<file path="src/rtl/shift_pkg.sv">
// Shared encodings for the sequential shift unit: op codes, amount sources and FSM states.
package shift_pkg;

  localparam logic [1:0] OP_SLL = 2'b00;
  localparam logic [1:0] OP_SRL = 2'b01;
  localparam logic [1:0] OP_SRA = 2'b10;
  localparam logic [1:0] OP_ROR = 2'b11;

  localparam logic [1:0] SA_RT    = 2'b00;
  localparam logic [1:0] SA_SHAMT = 2'b01;
  localparam logic [1:0] SA_MEM   = 2'b10;

  typedef enum logic [1:0] {
    ST_IDLE  = 2'b00,
    ST_SHIFT = 2'b01,
    ST_DONE  = 2'b10
  } state_e;

endpackage

</file>
<file path="src/rtl/shift_unit_seq_if.sv">
// Request/result bundle between the control FSM (master) and the shift unit (slave).
interface shift_unit_seq_if #(
  parameter int unsigned DATA_W = 32,
  parameter int unsigned AMT_W  = $clog2(DATA_W)
);
  logic              start;
  logic [1:0]        op;
  logic [1:0]        amt_sel;
  logic [AMT_W-1:0]  amt_rt;
  logic [AMT_W-1:0]  amt_shamt;
  logic [AMT_W-1:0]  amt_mem;
  logic [DATA_W-1:0] data_in;
  logic [DATA_W-1:0] data_out;
  logic              busy;
  logic              done;

  modport master (
    output start, op, amt_sel, amt_rt, amt_shamt, amt_mem, data_in,
    input  data_out, busy, done
  );

  modport slave (
    input  start, op, amt_sel, amt_rt, amt_shamt, amt_mem, data_in,
    output data_out, busy, done
  );
endinterface

</file>
<file path="src/rtl/shift_amt_sel.sv">
// Three-way shift-amount source mux; amt_sel[1] selects the memory operand regardless of bit 0.
module shift_amt_sel
  import shift_pkg::*;
#(
  parameter int unsigned AMT_W = 5
) (
  input  logic [1:0]       amt_sel,
  input  logic [AMT_W-1:0] amt_rt,
  input  logic [AMT_W-1:0] amt_shamt,
  input  logic [AMT_W-1:0] amt_mem,
  output logic [AMT_W-1:0] amt
);

  always_comb begin
    amt = amt_rt;
    if (amt_sel[1]) begin
      amt = amt_mem;
    end else if (amt_sel == SA_SHAMT) begin
      amt = amt_shamt;
    end
  end

endmodule

</file>
<file path="src/rtl/shift_unit_seq.sv">
// Sequential shift unit, one bit per clock under a start/done handshake.
// Define SHIFT_UNIT_BARREL_EN to replace the iterative shift with a single-cycle barrel shift.
module shift_unit_seq
  import shift_pkg::*;
#(
  parameter int unsigned DATA_W = 32,
  parameter int unsigned AMT_W  = $clog2(DATA_W)
) (
  input logic           clk,
  input logic           reset,
  shift_unit_seq_if.slave bus
);

  state_e            state_q, state_d;
  logic [DATA_W-1:0] data_q, data_d;
  logic [AMT_W-1:0]  count_q, count_d;
  logic [1:0]        op_q, op_d;
  logic [AMT_W-1:0]  amt;

  shift_amt_sel #(
    .AMT_W(AMT_W)
  ) u_amt_sel (
    .amt_sel  (bus.amt_sel),
    .amt_rt   (bus.amt_rt),
    .amt_shamt(bus.amt_shamt),
    .amt_mem  (bus.amt_mem),
    .amt      (amt)
  );

`ifdef SHIFT_UNIT_BARREL_EN
  function automatic logic [DATA_W-1:0] barrel(input logic [DATA_W-1:0] d,
                                                input logic [AMT_W-1:0]  n,
                                                input logic [1:0]        o);
    logic [2*DATA_W-1:0] rot;
    rot = {d, d} >> n;
    case (o)
      OP_SLL:  barrel = d << n;
      OP_SRL:  barrel = d >> n;
      OP_SRA:  barrel = $signed(d) >>> n;
      default: barrel = rot[DATA_W-1:0];
    endcase
  endfunction
`endif

  always_comb begin
    state_d = state_q;
    data_d  = data_q;
    count_d = count_q;
    op_d    = op_q;
    case (state_q)
      ST_IDLE: begin
        if (bus.start) begin
          op_d    = bus.op;
          count_d = amt;
`ifdef SHIFT_UNIT_BARREL_EN
          data_d  = barrel(bus.data_in, amt, bus.op);
          state_d = ST_DONE;
`else
          data_d  = bus.data_in;
          state_d = (amt == '0) ? ST_DONE : ST_SHIFT;
`endif
        end
      end
      ST_SHIFT: begin
        case (op_q)
          OP_SLL:  data_d = {data_q[DATA_W-2:0], 1'b0};
          OP_SRL:  data_d = {1'b0, data_q[DATA_W-1:1]};
          OP_SRA:  data_d = {data_q[DATA_W-1], data_q[DATA_W-1:1]};
          default: data_d = {data_q[0], data_q[DATA_W-1:1]};
        endcase
        count_d = count_q - AMT_W'(1);
        if (count_q == AMT_W'(1)) begin
          state_d = ST_DONE;
        end
      end
      ST_DONE: state_d = ST_IDLE;
      default: state_d = ST_IDLE;
    endcase
  end

  always_ff @(posedge clk) begin
    if (reset) begin
      state_q <= ST_IDLE;
      data_q  <= '0;
      count_q <= '0;
      op_q    <= OP_SLL;
    end else begin
      state_q <= state_d;
      data_q  <= data_d;
      count_q <= count_d;
      op_q    <= op_d;
    end
  end

  // Moore outputs: decoded purely from registered state.
  assign bus.data_out = data_q;
  assign bus.busy     = (state_q != ST_IDLE);
  assign bus.done     = (state_q == ST_DONE);

endmodule

</file>
<file path="src/flat_wrapper.sv">
// flat-port wrapper written by rule: the top's interface ports become plain ports
module shift_unit_seq_flat import shift_pkg::*;
#(
  parameter int unsigned DATA_W = 32,
  parameter int unsigned AMT_W  = $clog2(DATA_W)
)
  (clk, reset, bus_start, bus_op, bus_amt_sel, bus_amt_rt, bus_amt_shamt, bus_amt_mem, bus_data_in, bus_data_out, bus_busy, bus_done);
  shift_unit_seq_if #(.DATA_W(DATA_W), .AMT_W(AMT_W)) bus_i ();
  input logic clk;
  input logic reset;
  input wire logic [$bits(bus_i.start)-1:0] bus_start;
  input wire logic [$bits(bus_i.op)-1:0] bus_op;
  input wire logic [$bits(bus_i.amt_sel)-1:0] bus_amt_sel;
  input wire logic [$bits(bus_i.amt_rt)-1:0] bus_amt_rt;
  input wire logic [$bits(bus_i.amt_shamt)-1:0] bus_amt_shamt;
  input wire logic [$bits(bus_i.amt_mem)-1:0] bus_amt_mem;
  input wire logic [$bits(bus_i.data_in)-1:0] bus_data_in;
  output wire logic [$bits(bus_i.data_out)-1:0] bus_data_out;
  output wire logic [$bits(bus_i.busy)-1:0] bus_busy;
  output wire logic [$bits(bus_i.done)-1:0] bus_done;
  assign bus_i.start = bus_start;
  assign bus_i.op = bus_op;
  assign bus_i.amt_sel = bus_amt_sel;
  assign bus_i.amt_rt = bus_amt_rt;
  assign bus_i.amt_shamt = bus_amt_shamt;
  assign bus_i.amt_mem = bus_amt_mem;
  assign bus_i.data_in = bus_data_in;
  assign bus_data_out = bus_i.data_out;
  assign bus_busy = bus_i.busy;
  assign bus_done = bus_i.done;
  shift_unit_seq #(.DATA_W(DATA_W), .AMT_W(AMT_W)) u_core (.clk(clk), .reset(reset), .bus(bus_i));
endmodule
</file>
<file path="config.mk">
export PLATFORM = sky130hd
export DESIGN_NAME = shift_unit_seq_flat
export DESIGN_NICKNAME = d
export VERILOG_FILES = /design/src/rtl/shift_pkg.sv /design/src/rtl/shift_unit_seq_if.sv /design/src/rtl/shift_amt_sel.sv /design/src/rtl/shift_unit_seq.sv /design/src/flat_wrapper.sv
export SDC_FILE = /design/constraint.sdc
export NUM_CORES = 1
export LEC_CHECK = 0
export CORE_ASPECT_RATIO = 1.2
export CORE_MARGIN = 4
export CORE_UTILIZATION = 40
export DETAILED_ROUTE_END_ITERATION = 7
export PLACE_DENSITY = 0.76
export REMOVE_ABC_BUFFERS = 1
export SYNTH_ARGS = -nofsm -noshare
export SYNTH_HDL_FRONTEND = slang
export SYNTH_SLANG_ARGS = --single-unit
</file>
<file path="constraint.sdc">
create_clock -name clk -period 1.72 [get_ports clk]
set_clock_uncertainty 0.15 [all_clocks]
set_input_delay 0.172 -clock clk [delete_from_list [all_inputs] [get_ports clk]]
set_output_delay 0.172 -clock clk [all_outputs]
set_load 0.02 [all_outputs]
</file>
==> run_1/density.png <==
The bar under the picture is 20 um long. 8 x 9 tiles, from black (low) to pale yellow (high), 0 to 100% covered.
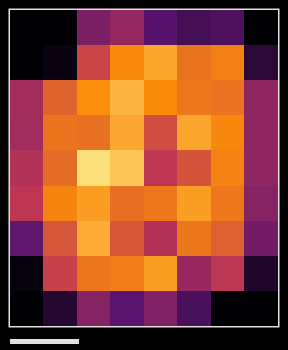
The densest ninth of the die: centre. 15% of the tiles are over 75% full. The mean over all tiles is 49%. 9.7% of the tiles are nearly empty. The fullest tile reaches 93%.

==> run_1/pdn.png <==
The bar under the picture is 20 um long. Pins as bars on the die edge.
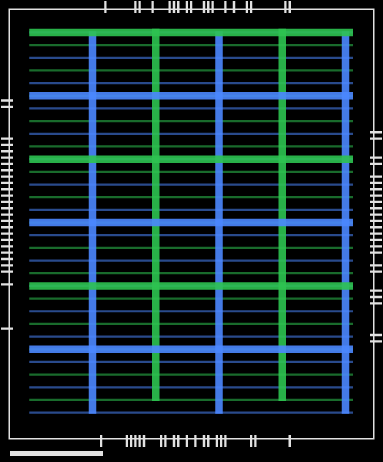
Key: blue = VSS; green = VDD
31 met1 rails follow the rows. The core has 30 rows.

==> run_1/final_congestion.png <==
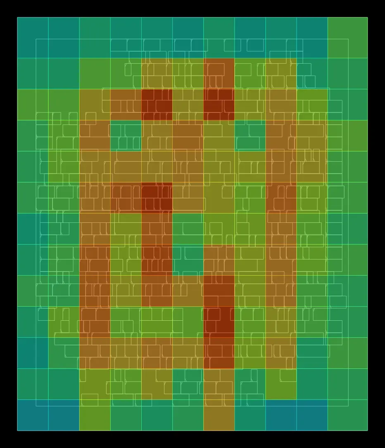
Final Util: 63.0%
drt wl/cell: 14.5 um
M1 GR Usage: 22.8%

==> flow_summary.toml <==
# implementation run metrics
[clocking]
clk_pin_slew_ps = 80
clock.latency.late_pin_ps = 290
numCtsBuffers = 5
root_buffer = "clkbuf_8"
cts_tree = "yes"
hold_buffers = 0
cts_sinks = 41
h-tree-depth = 2
clockBufferDepth = 2

[grt]
overflow = 0
grt_pass1_wl_mm = 11.1
track_usage_pct = 18.8
busiest_layer = "met2"
antenna_found_initial = 0
grt_max_degree = 62
grt_util_met2_pct = 32.9
grt_pass1_vias = 2392
met3_usage_pct = 5.21

[die]
die-width_um = 77.9
die_area_um2 = 7150
rows = 30
fp-utilization_pct = 41.3
io_pins = 88
die-height_um = 91.9
core-area_um2 = 5670

[route]
drt-met1-wl_mm = 2.95
dr.max_layer_used = "met4"
wl_met2_mm = 3.34
post-route-drc-count = 0
met3_length_um = 405
totalWireLength_mm = 6.75
first_iter_violations = 139
first_pass_iters = 4
viasPerCell = 5.40
antenna_left = 0
vias = 2524

[yosys]
yosys_warnings = 0
synth.avg_cell_area_um2 = 7.89
yosys.area_share.aoi_pct = 27.0
synth_seq_share_pct = 35.0
most_common_cell = "nand2_1"
flop_cell = "dfxtp_1"
yosys_area_um2 = 2340
ys_sh_simple_pct = 27.3
ys_ff = 41
synthDistinctLibCells = 37
synthArstFlopShare_pct = 0
synth_top_cell_by_area = "dfxtp_1"
yosys-top-cells-count = "72 x nand2_1, 41 x dfxtp_1, 32 x nor2b_1, 31 x a211oi_1, 30 x a311oi_1"
ys_cells = 297
synth-adder-area-share_pct = 1.07
ys_top_cells_by_area = "dfxtp_1 35%, nand2_1 12%, a311oi_1 11%"
synth-edff-count = 0
xor_share_pct = 0
synth_area_um2 = 2340
synth.logic.top_family = "simple AND/OR/NAND/NOR gates"
syn_inst = 297
netlist.area_leader.share_pct = 35.0
mux_share_pct = 3.58

[run]
cap_violations = 0
warning_count = 28

[critical_path]
crit_end = "u_core.state_q[1]"
timing.rr.end = "u_core.state_q[1]"
cp.required_ps = 1800
startpoint_type = "flip-flop"
ff2ff_path_depth = 6
worst_path_largest_cell_delay_ps = 480
critPathKind = "flip-flop to flip-flop"
rrSetupSlack_ps = -70
crit_arrival_ps = 1870
crit-reg2reg-launch = "u_core.count_q[1]"
cp-end-kind = "flip-flop"
crit_fanout = 2
critPathSlowestCell = "or4b_4"
critPathTopFamily = "simple AND/OR/NAND/NOR gates"
cp_cell_sequence = "inv_2 -> ha_4 -> or4b_4 -> a2111oi_4 -> nand3_1 -> o21ai_2"
worstSetupPathDepth = 6
crit_path_start = "u_core.count_q[1]"
critPathBufInv = 1

[finish]
fin_area_um2 = 3570
syn_to_final_growth_pct = 52.4
drive_above_1_share_pct = 13.2
fill_cells = 505
diodes = 0
stdcell_count = 467
fin_nets = 442

[pwr]
ir_drop_v = 0.000439
p_leak_nw = 1.32
finalPower_mw = 3.43
power.density_nw_per_um2 = 960

[placement]
placed_cells = 458
hpwl_mm = 4.83
dpl_cell_area_um2 = 3390
io_buffers = 87
gp_congestion = 0.854

[final_timing]
setup_violations = 1
worst_pin_slew_ps = 506
slew_violations = 0
timing.hold.ws_ps = 180
period_needed_ps = 1790
fmax_mhz = 559
setup_ws_ps = -69.5
rsz0062_at_grt = "yes"
slew_headroom_pct = 66.2
finalClockPeriodUsage_pct = 104
hold_viol_final = 0

[run_status]
violations = "negative setup slack"
status = "complete, but fails checks"

[min_path]
worstHoldStart = "reset"
holdPathStages = 2
min_to = "u_core.count_q[2]"
min_path_type = "input port to flip-flop"
run 1: cell usage in the layout, fill, tap and decap left out, drive strengths merged, types with 5 or more instances in the layout:
cell type | Yosys | routed
nand2 | 72 | 72
dfxtp | 41 | 41
nor2 | 9 | 9
nor2b | 32 | 32
clkdlybuf4s50 | 0 | 81
o21ai | 6 | 6
buf | 14 | 25
a311oi | 30 | 30
a211oi | 31 | 31
clkbuf | 15 | 6
a21oi | 8 | 8
mux2i | 5 | 5
run 1: area by class of cell:
| class | instances | area (um^2) | share of cell area [%] |
|---|---|---|---|
| clock buffer | 5 | 68.8 | 1.93 |
| clock inverter | 3 | 65.1 | 1.82 |
| inverter | 3 | 11.3 | 0.315 |
| multi-input combinational | 224 | 1430 | 39.9 |
| sequential | 41 | 825 | 23.1 |
| tap | 80 | 100 | 2.80 |
| timing repair buffer | 111 | 1080 | 30.1 |
run 1: through the flow:
step | TNS (ps) | worst slack, ps
6_report | -69.5 | -69.5
5_1_grt | -143 | -141
4_1_cts | -46.4 | -46.4
3_5_place_dp | -3310 | -270
3_3_place_gp | -2960 | -232
2_1_floorplan | -45640 | -1560
run 1: sequential cells by signal, summed over array words and instances (netlist names):
| name | cells |
|---|---|
| u_core.op_q | 2 |
| u_core.count_q | 5 |
| u_core.state_q | 2 |
| u_core.bus.data_out | 32 |
run 1: where the power goes:
part | leakage [nW] | internal, mW | switching, mW | total [mW]
logic | 0.916 | 0.640 | 0.629 | 1.27
clock network | 0.0681 | 0.577 | 0.339 | 0.915
registers | 0.340 | 1.09 | 0.149 | 1.24
run 1: repair_timing:
item	in CTS	in global routing
hold endpoints to repair	0	0
endpoints found under the setup margin	4	8
gates resized	9	8
setup buffers	1	0
pin swaps	3	0
Power figures rest on the tool's default switching activity, not on a simulated workload.
